[config.mk]
export PLATFORM = sky130hd
export DESIGN_NAME = instruction_fetch_flat
export DESIGN_NICKNAME = d
export VERILOG_FILES = /design/src/rtl/fetch_pkg.sv /design/src/rtl/instruction_fetch_if.sv /design/src/rtl/instruction_fetch_if_id_reg.sv /design/src/rtl/instruction_fetch.sv /design/src/flat_wrapper.sv
export SDC_FILE = /design/constraint.sdc
export NUM_CORES = 1
export LEC_CHECK = 0
export ABC_AREA = 1
export ABC_CLOCK_PERIOD_IN_PS = 1900
export CAP_MARGIN = 25
export CELL_PAD_IN_SITES_DETAIL_PLACEMENT = 1
export CELL_PAD_IN_SITES_GLOBAL_PLACEMENT = 2
export CORE_AREA = 2 2 162 164
export DETAILED_ROUTE_END_ITERATION = 8
export DIE_AREA = 0 0 164 166
export HOLD_SLACK_MARGIN = 0.05
export PLACE_DENSITY = 0.79
export SYNTH_ARGS = -nofsm -noshare
export SYNTH_HDL_FRONTEND = slang
export SYNTH_SLANG_ARGS = --single-unit
[constraint.sdc]
create_clock -name clock -period 1.9 [get_ports clock]
set_input_delay 0.285 -clock clock [delete_from_list [all_inputs] [get_ports clock]]
set_output_delay 0.285 -clock clock [all_outputs]
set_load 0.05 [all_outputs]
[src/rtl/fetch_pkg.sv]
// Shared definitions for the instruction fetch stage.
// Holds the fetch state encoding, the instruction/PC width, the PC step and
// the instruction word that marks end of program.
package fetch_pkg;

  typedef enum logic {
    ST_RUN    = 1'b0,
    ST_HALTED = 1'b1
  } fetch_state_t;

  localparam int          INSTR_W = 32;
  localparam logic [31:0] PC_STEP = 32'd4;
  localparam logic [31:0] NOP_END = 32'h0000_0000;

endpackage

[src/rtl/instruction_fetch_if.sv]
// Bundle of the fetch stage's pipeline-facing signals.
// master: the fetch stage (drives PC, IF/ID slot, status; samples stall,
//         redirect and memory return).
// slave : the environment (hazard unit, execute stage, instruction memory,
//         decode stage).
interface instruction_fetch_if #(
  parameter int CNT_W = 16
);
  logic              stall;
  logic              branchTaken;
  logic [31:0]       branchTarget;
  logic [31:0]       instruction;
  logic              fimDoArquivo;
  logic [31:0]       pcOut;
  logic [31:0]       ifIdInstruction;
  logic [31:0]       ifIdPc;
  logic              ifIdValid;
  logic              halted;
  logic              misaligned;
  logic [CNT_W-1:0]  fetchCount;

  modport master (
    input  stall, branchTaken, branchTarget, instruction, fimDoArquivo,
    output pcOut, ifIdInstruction, ifIdPc, ifIdValid, halted, misaligned,
           fetchCount
  );

  modport slave (
    output stall, branchTaken, branchTarget, instruction, fimDoArquivo,
    input  pcOut, ifIdInstruction, ifIdPc, ifIdValid, halted, misaligned,
           fetchCount
  );
endinterface

[src/rtl/instruction_fetch_if_id_reg.sv]
// IF/ID pipeline register.
// Ports: clock, reset (sync, active-high); load captures instr_in/pc_in and
// sets valid; flush clears valid only (data held); with neither asserted the
// register holds (stall / halted). flush wins over load.
module if_id_reg
  import fetch_pkg::*;
(
  input  logic               clock,
  input  logic               reset,
  input  logic               load,
  input  logic               flush,
  input  logic [INSTR_W-1:0] instr_in,
  input  logic [31:0]        pc_in,
  output logic [INSTR_W-1:0] instr_out,
  output logic [31:0]        pc_out,
  output logic               valid
);

  always_ff @(posedge clock) begin
    if (reset) begin
      instr_out <= '0;
      pc_out    <= '0;
      valid     <= 1'b0;
    end else if (flush) begin
      valid <= 1'b0;
    end else if (load) begin
      instr_out <= instr_in;
      pc_out    <= pc_in;
      valid     <= 1'b1;
    end
  end

endmodule

[src/rtl/instruction_fetch.sv]
// Instruction fetch stage.
// Owns the PC (drives the memory read address), the RUN/HALTED state, the
// sticky misaligned-redirect flag and the saturating fetched-instruction
// counter; the IF/ID slot lives in if_id_reg.
// Ports: clock, reset (sync, active-high), bus (instruction_fetch_if.master).
//
// state     | meaning
// ST_RUN    | fetching; PC advances unless redirected, stalled or at end
// ST_HALTED | end of program seen; only a redirect restarts fetching
module instruction_fetch
  import fetch_pkg::*;
#(
  parameter logic [31:0] RESET_PC = 32'h0000_0000,
  parameter int          CNT_W    = 16
) (
  input  logic                clock,
  input  logic                reset,
  instruction_fetch_if.master bus
);

  fetch_state_t     state;
  logic [31:0]      pc;
  logic             misaligned;
  logic [CNT_W-1:0] fetch_count;

  logic eop;
  logic running;
  logic capture;
  logic flush;

  // Memory returns zero past the last program line, so a zero word also ends.
  assign eop     = bus.fimDoArquivo | (bus.instruction == NOP_END);
  assign running = (state == ST_RUN);
  assign capture = running & ~bus.branchTaken & ~bus.stall & ~eop;
  // Redirect drops the wrong-path word; reaching end drops the end word.
  assign flush   = bus.branchTaken | (running & ~bus.stall & eop);

  always_ff @(posedge clock) begin
    if (reset) begin
      state       <= ST_RUN;
      pc          <= RESET_PC;
      misaligned  <= 1'b0;
      fetch_count <= '0;
    end else if (bus.branchTaken) begin
      state <= ST_RUN;
      pc    <= {bus.branchTarget[31:2], 2'b00};
      if (bus.branchTarget[1:0] != 2'b00) begin
        misaligned <= 1'b1;
      end
    end else if (running && !bus.stall) begin
      if (eop) begin
        state <= ST_HALTED;
      end else begin
        pc <= pc + PC_STEP;
        if (fetch_count != {CNT_W{1'b1}}) begin
          fetch_count <= fetch_count + CNT_W'(1);
        end
      end
    end
  end

  if_id_reg u_if_id_reg (
    .clock     (clock),
    .reset     (reset),
    .load      (capture),
    .flush     (flush),
    .instr_in  (bus.instruction),
    .pc_in     (pc),
    .instr_out (bus.ifIdInstruction),
    .pc_out    (bus.ifIdPc),
    .valid     (bus.ifIdValid)
  );

  assign bus.pcOut      = pc;
  assign bus.halted     = (state == ST_HALTED);
  assign bus.misaligned = misaligned;
  assign bus.fetchCount = fetch_count;

endmodule

[src/flat_wrapper.sv]
// flat-port wrapper written by rule: the top's interface ports become plain ports
module instruction_fetch_flat import fetch_pkg::*;
#(
  parameter logic [31:0] RESET_PC = 32'h0000_0000,
  parameter int          CNT_W    = 16
)
  (clock, reset, bus_stall, bus_branchTaken, bus_branchTarget, bus_instruction, bus_fimDoArquivo, bus_pcOut, bus_ifIdInstruction, bus_ifIdPc, bus_ifIdValid, bus_halted, bus_misaligned, bus_fetchCount);
  instruction_fetch_if #(.CNT_W(CNT_W)) bus_i ();
  input  logic clock;
  input  logic reset;
  input wire logic [$bits(bus_i.stall)-1:0] bus_stall;
  input wire logic [$bits(bus_i.branchTaken)-1:0] bus_branchTaken;
  input wire logic [$bits(bus_i.branchTarget)-1:0] bus_branchTarget;
  input wire logic [$bits(bus_i.instruction)-1:0] bus_instruction;
  input wire logic [$bits(bus_i.fimDoArquivo)-1:0] bus_fimDoArquivo;
  output wire logic [$bits(bus_i.pcOut)-1:0] bus_pcOut;
  output wire logic [$bits(bus_i.ifIdInstruction)-1:0] bus_ifIdInstruction;
  output wire logic [$bits(bus_i.ifIdPc)-1:0] bus_ifIdPc;
  output wire logic [$bits(bus_i.ifIdValid)-1:0] bus_ifIdValid;
  output wire logic [$bits(bus_i.halted)-1:0] bus_halted;
  output wire logic [$bits(bus_i.misaligned)-1:0] bus_misaligned;
  output wire logic [$bits(bus_i.fetchCount)-1:0] bus_fetchCount;
  assign bus_i.stall = bus_stall;
  assign bus_i.branchTaken = bus_branchTaken;
  assign bus_i.branchTarget = bus_branchTarget;
  assign bus_i.instruction = bus_instruction;
  assign bus_i.fimDoArquivo = bus_fimDoArquivo;
  assign bus_pcOut = bus_i.pcOut;
  assign bus_ifIdInstruction = bus_i.ifIdInstruction;
  assign bus_ifIdPc = bus_i.ifIdPc;
  assign bus_ifIdValid = bus_i.ifIdValid;
  assign bus_halted = bus_i.halted;
  assign bus_misaligned = bus_i.misaligned;
  assign bus_fetchCount = bus_i.fetchCount;
  instruction_fetch #(.RESET_PC(RESET_PC), .CNT_W(CNT_W)) u_core (.clock(clock), .reset(reset), .bus(bus_i));
endmodule
class_map.png
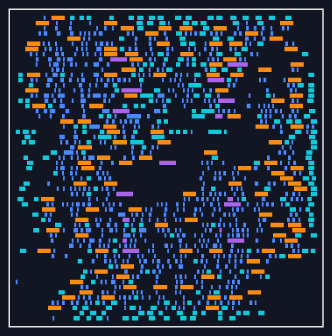
class	color	cells
remaining logic cells	blue	778
sequential cells	orange	111
clock drivers and dummy loads	purple	16
remaining buffers and delay cells	cyan	240
FP Rows: 59
CORE AREA: 25600 um2
flop share of the area: 0.256

clock_nets.png
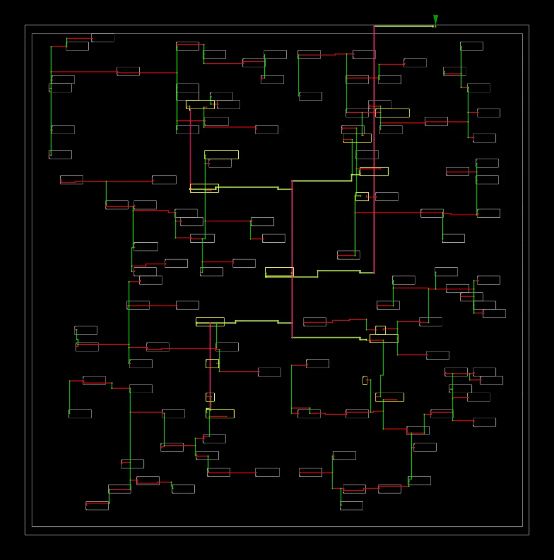
TritonCTS Buffers: 9
Power Clock: 2.19 mW

clock_wires.png
The bar under the picture is 50 um long.
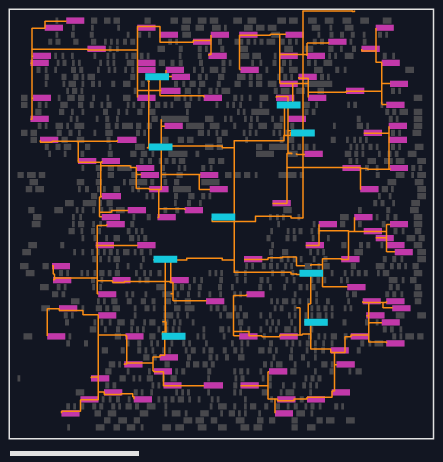
[clock wires] orange | length: 1830 um
[clock-net drivers] cyan | count: 9
[flip-flops] magenta | count: 111
routed clock nets	10
part of the power in the clock network: 0.357
Late-Pin Clk Latency: 0.37 ns
Post-Route Skew: 0.0167 ns

route_heat.png
33 x 33 tiles, from dark blue (low) to red (high), scaled to the fullest tile. Values are wire area over tile area, all layers added.
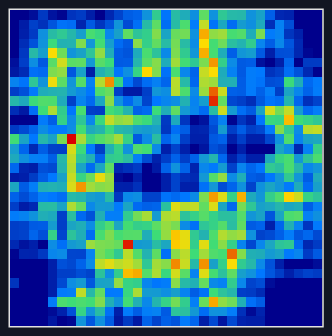
mean over tiles	0.13
fullest tile	0.43
tiles over half the peak	20%
nearly empty tiles	9.4%
densest ninth of the die	south
wire per inst: 15.9 um
Tot GR Track Use: 0.175
drt total wl: 23600 um
routed vias: 6748

m4.png
Cells faint in the background.
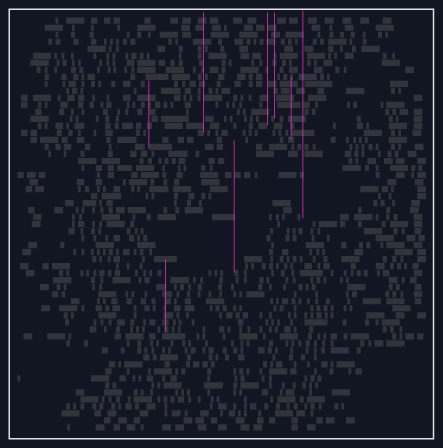
share of all routed wire	1.4%
longest straight run	80.2 um
nets with wire on the layer	6

==> Changelog: implementation <==
### Implementation results

- WHS Endpoint: u_core.u_if_id_reg.valid$_SDFFE_PP0P_
- Top layer in use: met4
- CTS tree: done
- Max incr delay on CP: 0.84 ns
- Final Cell Area: 8720 um2
- Dpl ws: -0.271 ns
- Reg2Reg Launch Point: u_core.bus.pcOut[2]$_SDFFE_PP0P_
- Fin Hold WS: 0.286 ns
- Postcts setup bufs: 0
- Crit Path Class: reg -> out
- Hold path depth: 4
- Most frequent cell after synthesis: nand2_1
- Critical-path top delay cell: clkdlybuf4s50_1
- Reg2reg end: u_core.bus.pcOut[24]$_SDFFE_PP0P_
- Lkg Pwr: 3.47 nW
- Crit-path max FO: 2
- Main flop type after synthesis: dfxtp_1
- Pint: 4.14 mW
- Number of nets in the layout: 1211
- WP depth: 1
- Antenna-violating nets left: 0
- AND-OR/OR-AND Cells, Area Fraction: 0.0901
- Fin util: 0.340
- Fin worst setup slack: 0.0388 ns
- Reg power frac: 0.412
- Final setup violating endpoints: 0
- Status: completed
-- layout make-up --
type                       count  area [um2]
timing repair buffer         240        2200
multi-input combinational    709        3280
tap                          335         419
fill                        3224       16900
sequential                   111        2230
inverter                      69         259
clock buffer                  10         229
clock inverter                 6        98.8
-- cells in the final DEF, fill, tap and decap left out, types with 11 or more instances in the layout --
master,count
inv_1,58
o21ai_0,11
nor2_1,127
a21oi_1,84
nand3_1,131
dfxtp_1,106
nand4_1,23
inv_2,11
clkdlybuf4s50_1,120
nand2_1,264
buf_4,109
-- registers in the layout, indices dropped and copies added (netlist names) --
signal                        cells
u_core.u_if_id_reg.valid          1
u_core.u_if_id_reg.instr_out     32
u_core.bus.pcOut                 30
u_core.bus.misaligned             1
u_core.u_if_id_reg.pc_out        30
u_core.bus.fetchCount            16
u_core.bus.halted                 1
Power figures rest on the tool's default switching activity, not on a simulated workload.
